File: config.mk
export PLATFORM = sky130hd
export DESIGN_NAME = debug_frame_streamer
export DESIGN_NICKNAME = d
export VERILOG_FILES = /design/src/rtl/debug_stream_pkg.sv /design/src/rtl/debug_tick_gen.sv /design/src/rtl/debug_frame_streamer.sv
export SDC_FILE = /design/constraint.sdc
export NUM_CORES = 1
export LEC_CHECK = 0
export CAP_MARGIN = 40
export CORE_AREA = 2 2 326 328
export CTS_CLUSTER_DIAMETER = 30
export DETAILED_ROUTE_END_ITERATION = 10
export DIE_AREA = 0 0 328 330
export PLACE_DENSITY = 0.71
export REMOVE_ABC_BUFFERS = 1
export SLEW_MARGIN = 20
export SYNTH_ARGS = -nofsm -noshare
export SYNTH_HDL_FRONTEND = slang
export SYNTH_SLANG_ARGS = --single-unit
export TNS_END_PERCENT = 20
File: constraint.sdc
create_clock -name CLK_50 -period 29.3 [get_ports CLK_50]
set_input_delay 4.395 -clock CLK_50 [delete_from_list [all_inputs] [get_ports CLK_50]]
set_output_delay 4.395 -clock CLK_50 [all_outputs]
set_load 0.02 [all_outputs]
File: src/rtl/debug_stream_pkg.sv
// ============================================================================
// Module      : debug_stream_pkg
// Description : Shared types and helpers for the debug frame streamer.
// Revision    : 1.0 - initial release
// ============================================================================
`default_nettype none

package debug_stream_pkg;

    typedef enum logic [2:0] {
        ST_IDLE = 3'd0,
        ST_SYNC = 3'd1,
        ST_SEQ  = 3'd2,
        ST_DATA = 3'd3,
        ST_CSUM = 3'd4
    } state_t;

    localparam logic [7:0] C_DEFAULT_SYNC_BYTE = 8'hFF;

    // Total bytes on the wire for one frame: sync + sequence + payload (+ checksum).
    function automatic int frame_len(input int num_ch, input int word_bytes, input bit csum_en);
        return 2 + num_ch * word_bytes + (csum_en ? 1 : 0);
    endfunction

endpackage

`default_nettype wire

File: src/rtl/debug_tick_gen.sv
// ============================================================================
// Module      : debug_tick_gen
// Description : Free-running TICK_DIV counter gated by i_auto_en; one-cycle tick.
// Revision    : 1.0 - initial release
// ============================================================================
`default_nettype none

module debug_tick_gen #(
    parameter int TICK_DIV = 9000000
) (
    input  logic clk,
    input  logic rst_n,
    input  logic i_auto_en,
    output logic o_tick
);

    localparam int              C_CW   = (TICK_DIV > 2) ? $clog2(TICK_DIV) : 1;
    localparam logic [C_CW-1:0] C_LAST = C_CW'(TICK_DIV - 1);

    logic [C_CW-1:0] r_cnt;

    always_ff @(posedge clk) begin
        if (!rst_n) begin
            r_cnt <= '0;
        end else if (!i_auto_en) begin
            r_cnt <= '0;
        end else if (r_cnt == C_LAST) begin
            r_cnt <= '0;
        end else begin
            r_cnt <= r_cnt + 1'b1;
        end
    end

    assign o_tick = i_auto_en && (r_cnt == C_LAST);

endmodule

`default_nettype wire

File: src/rtl/debug_frame_streamer.sv
// ============================================================================
// Module      : debug_frame_streamer
// Description : Snapshots NUM_CH channel words and streams them as a framed
//               byte packet over valid/ready. Optional trailing XOR checksum
//               enabled by `define DBG_STREAM_CHECKSUM_EN.
// Revision    : 1.0 - initial release
// ============================================================================
`default_nettype none

module debug_frame_streamer
    import debug_stream_pkg::*;
#(
    parameter int         NUM_CH     = 20,
    parameter int         WORD_BYTES = 5,
    parameter int         TICK_DIV   = 9000000,
    parameter logic [7:0] SYNC_BYTE  = C_DEFAULT_SYNC_BYTE,
    localparam int        CH_W       = (NUM_CH > 1) ? $clog2(NUM_CH) : 1
) (
    input  logic                             CLK_50,
    input  logic                             RESET,
    input  logic [NUM_CH*WORD_BYTES*8-1:0]   CH_DATA,
    input  logic                             TRIG,
    input  logic                             AUTO_EN,
    input  logic                             CLR_OVR,
    output logic [7:0]                       TX_DATA,
    output logic                             TX_VALID,
    input  logic                             TX_READY,
    output logic                             BUSY,
    output logic [CH_W-1:0]                  CH_SEL,
    output logic                             SNAP_STB,
    output logic [7:0]                       FRAME_CNT,
    output logic                             OVERRUN
);

`ifdef DBG_STREAM_CHECKSUM_EN
    localparam bit C_CSUM_EN = 1'b1;
`else
    localparam bit C_CSUM_EN = 1'b0;
`endif

    localparam int C_FRAME_LEN  = frame_len(NUM_CH, WORD_BYTES, C_CSUM_EN);
    localparam int C_DATA_BYTES = C_FRAME_LEN - 2 - (C_CSUM_EN ? 1 : 0);
    localparam int C_BW         = (WORD_BYTES > 1) ? $clog2(WORD_BYTES) : 1;
    localparam int C_IW         = (C_DATA_BYTES > 1) ? $clog2(C_DATA_BYTES) : 1;

    localparam logic [C_BW-1:0] C_LAST_BYTE = C_BW'(WORD_BYTES - 1);
    localparam logic [C_IW-1:0] C_LAST_IDX  = C_IW'(C_DATA_BYTES - 1);

    state_t          r_state;
    logic [7:0]      r_snap [C_DATA_BYTES];
    logic [C_IW-1:0] r_idx;
    logic [C_BW-1:0] r_byte;
    logic [CH_W-1:0] r_ch;
    logic [7:0]      r_tx_data;
    logic            r_tx_valid;
    logic            r_busy;
    logic            r_snap_stb;
    logic [7:0]      r_frame_cnt;
    logic            r_ovr;
`ifdef DBG_STREAM_CHECKSUM_EN
    logic [7:0]      r_csum;
`endif

    logic            w_tick;
    logic            w_trigger;
    logic            w_hs;
    logic [C_IW-1:0] w_next_idx;
    logic [7:0]      w_next_byte;

    debug_tick_gen #(
        .TICK_DIV (TICK_DIV)
    ) u_tick_gen (
        .clk       (CLK_50),
        .rst_n     (RESET),
        .i_auto_en (AUTO_EN),
        .o_tick    (w_tick)
    );

    assign w_trigger   = TRIG | w_tick;
    assign w_hs        = r_tx_valid & TX_READY;
    assign w_next_idx  = r_idx + 1'b1;
    assign w_next_byte = r_snap[w_next_idx];

    always_ff @(posedge CLK_50) begin
        if (!RESET) begin
            r_state     <= ST_IDLE;
            r_idx       <= '0;
            r_byte      <= '0;
            r_ch        <= '0;
            r_tx_data   <= '0;
            r_tx_valid  <= 1'b0;
            r_busy      <= 1'b0;
            r_snap_stb  <= 1'b0;
            r_frame_cnt <= '0;
            r_ovr       <= 1'b0;
            for (int i = 0; i < C_DATA_BYTES; i++) begin
                r_snap[i] <= '0;
            end
`ifdef DBG_STREAM_CHECKSUM_EN
            r_csum      <= '0;
`endif
        end else begin
            r_snap_stb <= 1'b0;

            // A fresh overrun wins over a same-cycle clear.
            if (w_trigger && r_busy) begin
                r_ovr <= 1'b1;
            end else if (CLR_OVR) begin
                r_ovr <= 1'b0;
            end

            case (r_state)
                ST_IDLE: begin
                    if (w_trigger) begin
                        for (int i = 0; i < C_DATA_BYTES; i++) begin
                            r_snap[i] <= CH_DATA[i*8 +: 8];
                        end
                        r_snap_stb  <= 1'b1;
                        r_frame_cnt <= r_frame_cnt + 1'b1;
                        r_busy      <= 1'b1;
                        r_tx_valid  <= 1'b1;
                        r_tx_data   <= SYNC_BYTE;
                        r_state     <= ST_SYNC;
                    end
                end

                ST_SYNC: begin
                    if (w_hs) begin
                        r_tx_data <= r_frame_cnt;
`ifdef DBG_STREAM_CHECKSUM_EN
                        r_csum    <= r_frame_cnt;
`endif
                        r_state   <= ST_SEQ;
                    end
                end

                ST_SEQ: begin
                    if (w_hs) begin
                        r_tx_data <= r_snap[0];
                        r_idx     <= '0;
                        r_byte    <= '0;
                        r_ch      <= '0;
                        r_state   <= ST_DATA;
                    end
                end

                ST_DATA: begin
                    if (w_hs) begin
`ifdef DBG_STREAM_CHECKSUM_EN
                        r_csum <= r_csum ^ r_tx_data;
`endif
                        if (r_idx == C_LAST_IDX) begin
                            r_idx  <= '0;
                            r_byte <= '0;
                            r_ch   <= '0;
`ifdef DBG_STREAM_CHECKSUM_EN
                            r_tx_data <= r_csum ^ r_tx_data;
                            r_state   <= ST_CSUM;
`else
                            r_tx_valid <= 1'b0;
                            r_busy     <= 1'b0;
                            r_state    <= ST_IDLE;
`endif
                        end else begin
                            r_idx     <= w_next_idx;
                            r_tx_data <= w_next_byte;
                            if (r_byte == C_LAST_BYTE) begin
                                r_byte <= '0;
                                r_ch   <= r_ch + 1'b1;
                            end else begin
                                r_byte <= r_byte + 1'b1;
                            end
                        end
                    end
                end

`ifdef DBG_STREAM_CHECKSUM_EN
                ST_CSUM: begin
                    if (w_hs) begin
                        r_tx_valid <= 1'b0;
                        r_busy     <= 1'b0;
                        r_state    <= ST_IDLE;
                    end
                end
`endif

                default: begin
                    r_tx_valid <= 1'b0;
                    r_busy     <= 1'b0;
                    r_state    <= ST_IDLE;
                end
            endcase
        end
    end

    assign TX_DATA   = r_tx_data;
    assign TX_VALID  = r_tx_valid;
    assign BUSY      = r_busy;
    assign CH_SEL    = r_ch;
    assign SNAP_STB  = r_snap_stb;
    assign FRAME_CNT = r_frame_cnt;
    assign OVERRUN   = r_ovr;

endmodule

`default_nettype wire

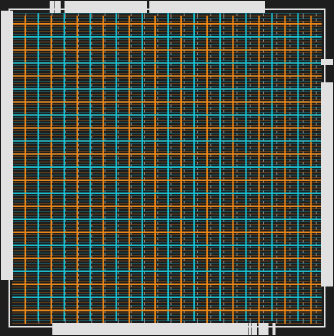
(run_1/pdn.png)
Pins as bars on the die edge. Tap cells in grey.
| colour | net |
|---|---|
| cyan | VDD |
| orange | VSS |
met5 straps: 23
rows: 119
signal pins: 831
tap cells: 1391
met4 straps: 23
core area: 105000 um^2
Die Y-Extent: 330 um
Die Span X: 328 um
maximum vdd drop: 0.0646 mV

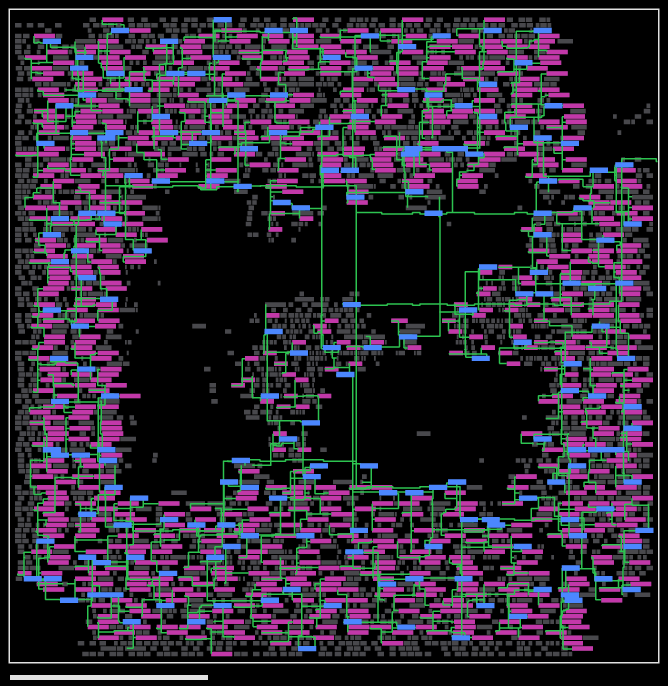
(run_1/clock_map.png)
Scale bar: 100 um.
[magenta] flip-flops | count: 860
[green] clock wires | length: 12600 um
[blue] cells driving clock nets | count: 193
flops lie: spread over the die
clock share of power: 0.472
worst skew pair latency: 0.76 ns
power of the clock network: 0.00215 W

==> impl_metrics.tcl, run 1 <==
# metrics dict for downstream scripts
set metrics [dict create \
    cts_made_buffers 193 \
    wl_met3_mm 8.57 \
    synth_stat.cells 2583 \
    seq_power_w 0.00176 \
    nMultiInputCombCells 1535 \
    htree_num_levels 4 \
    flop-count 860 \
    p_total_w 0.00456 \
    crit_chain "clkdlybuf4s50_1, inv_1, o41ai_4, buf_4, nand2_4, nand2_4, buf_12, buf_4, buf_4, buf_4, buf_12" \
    viasPerCell 4.93 \
    lay_top_cells "clkdlybuf4s50_1, and2_1, edfxtp_1" \
    gp_congestion 0.801 \
    wl_met1_mm 45.4 \
    cp_max_fo 172 \
    r2r_slack_ns 23.79 \
    ctsResizeCount 0 \
    yosys.stat.chipArea_um2 39100 \
    crit_end "r_snap[69][6]" \
    num_tap_cells 1391 \
    arrival_ns 9.26 \
    outcome "finished clean" \
    final_common_cell "clkdlybuf4s50_1" \
]
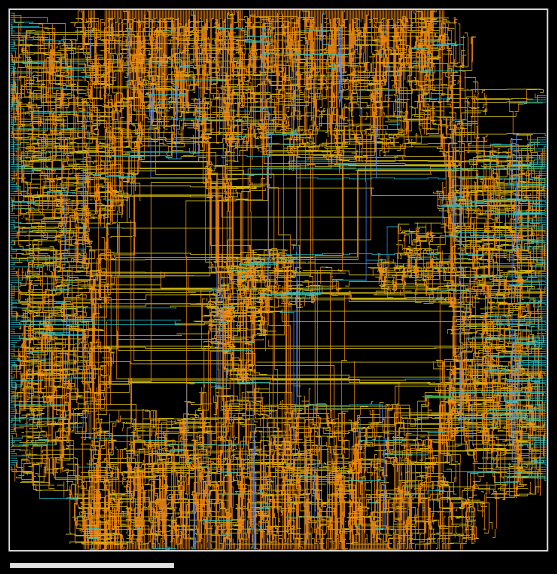
(run_1/metal_stack.png)
Scale bar: 100 um.
| colour | layer | wire length |
|---|---|---|
| yellow | met1 | 45.4 mm |
| blue | met4 | 3400 um |
| orange | met2 | 63.0 mm |
| cyan | met3 | 8570 um |
| green | met5 | 13.8 um |
Tot GR Track Use: 0.219
vias: 24987
wire per inst: 23.8 um
final wirelength: 120 mm

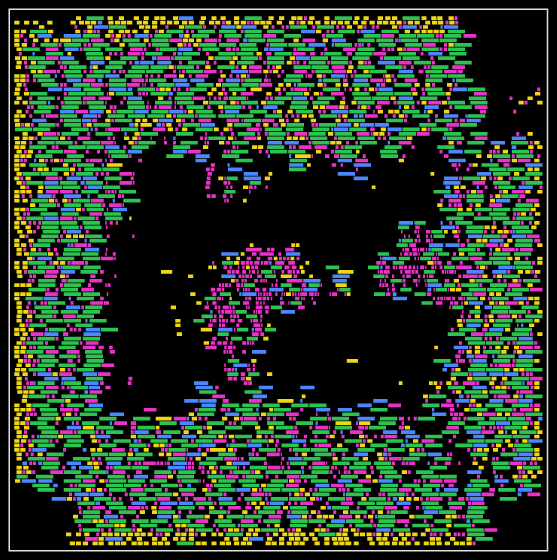
(run_1/cell_classes.png)
| colour | class | cells |
|---|---|---|
| blue | clock drivers and dummy loads | 359 |
| green | flip-flops | 860 |
| yellow | other buffers and delay cells | 887 |
| magenta | all other logic | 1549 |
Seq/total area: 0.452
row count: 119
fin util: 0.533
Design Area, Final: 55800 um^2

==> run_1/final_congestion.png <==
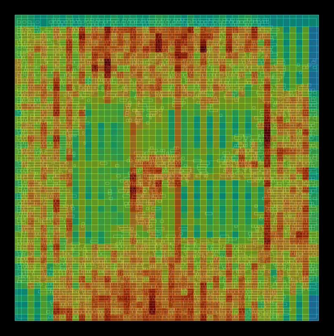

==> inputs of run 2 (changes only) <==
- PLACE_DENSITY: 0.71 -> 0.73
- clock period: 29.3 -> 8.1 ns (I/O delays scaled with it)
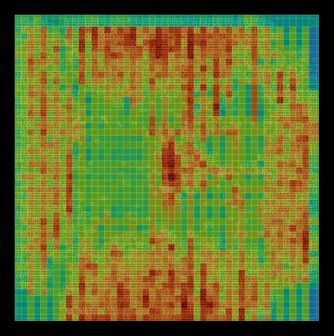
(run_2/final_congestion.png)
met1 usage: 0.261
fin util: 0.527
wire per inst: 24.4 um
Tot GR Track Use: 0.223
met2 usage: 0.392

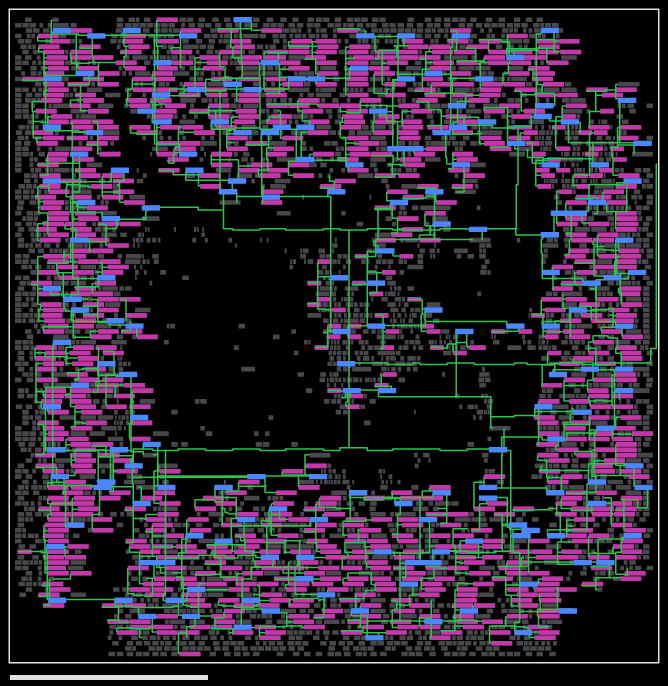
(run_2/clock_map.png)
Scale bar: 100 um.
[magenta] flip-flops | count: 860
[green] clock wires | length: 12600 um
[blue] cells driving clock nets | count: 178
flops lie: spread over the die
power of the clock network: 0.00733 W
clock share of power: 0.454
skew final: 0.0376 ns

==> run 2 against run 1 <==
Against the previous run: utilization shrank 0.63 points; total power grew to 3.5 times the previous value; synthesized cell count is the same; global-route usage grew 0.42 points; hold slack gained 0.0053 ns.
==> impl_metrics.tcl, run 2 <==
# metrics dict for downstream scripts
set metrics [dict create \
    arrival_ns 4.60 \
    nMultiInputCombCells 1535 \
    ctsLongestPathBuffers 3 \
    ir_drop_mv 0.189 \
    wl_met3_mm 8.73 \
    seq-cell-share 0.457 \
    cp_max_fo 45 \
    outcome "finished clean" \
    rows 119 \
    synth_stat.cells 2583 \
    lay_top_cells "clkdlybuf4s50_1, and2_1, edfxtp_1" \
    final_common_cell "clkdlybuf4s50_1" \
    die_area_um2 108000 \
    synthTopCellsByCount "and2_1, edfxtp_1, mux4_2" \
    final_cells 5021 \
    ctsResizeCount 0 \
    clk_latency_ns 0.76 \
    cp_slowest_cell "ha_4" \
    core_area_um2 105000 \
    routed_wirelength_mm 122 \
    end_kind "register" \
    hold_buffers 0 \
    antenna_found_initial 20 \
    num_tap_cells 1391 \
    gp_congestion 0.861 \
    antenna_left 0 \
    seq_power_w 0.00642 \
    wl_met1_mm 46.4 \
    top_area_frac 0.614 \
    crit_chain "ha_4, buf_4, mux4_2, mux2i_1, a2111oi_1, buf_4, o2111ai_1, a211oi_1" \
    cts_made_buffers 178 \
    finalInstanceArea_um2 55100 \
    p_switching_w 0.00410 \
    grt_pass1_wl_mm 172 \
    flop-count 860 \
    yosys.stat.chipArea_um2 39100 \
    die_y_um 330 \
    crit_end "TX_DATA[6]" \
    area_share_nonclk_buffers 0.160 \
    place_area_um2 48900 \
    warning_count 47 \
    via_count 24824 \
    htree_num_levels 4 \
    worstMarginPinSlew_ns 1.11 \
    die_w_um 328 \
    viasPerCell 4.94 \
    r2r_slack_ns 4.15 \
]
Power and IR drop assume default switching activity.
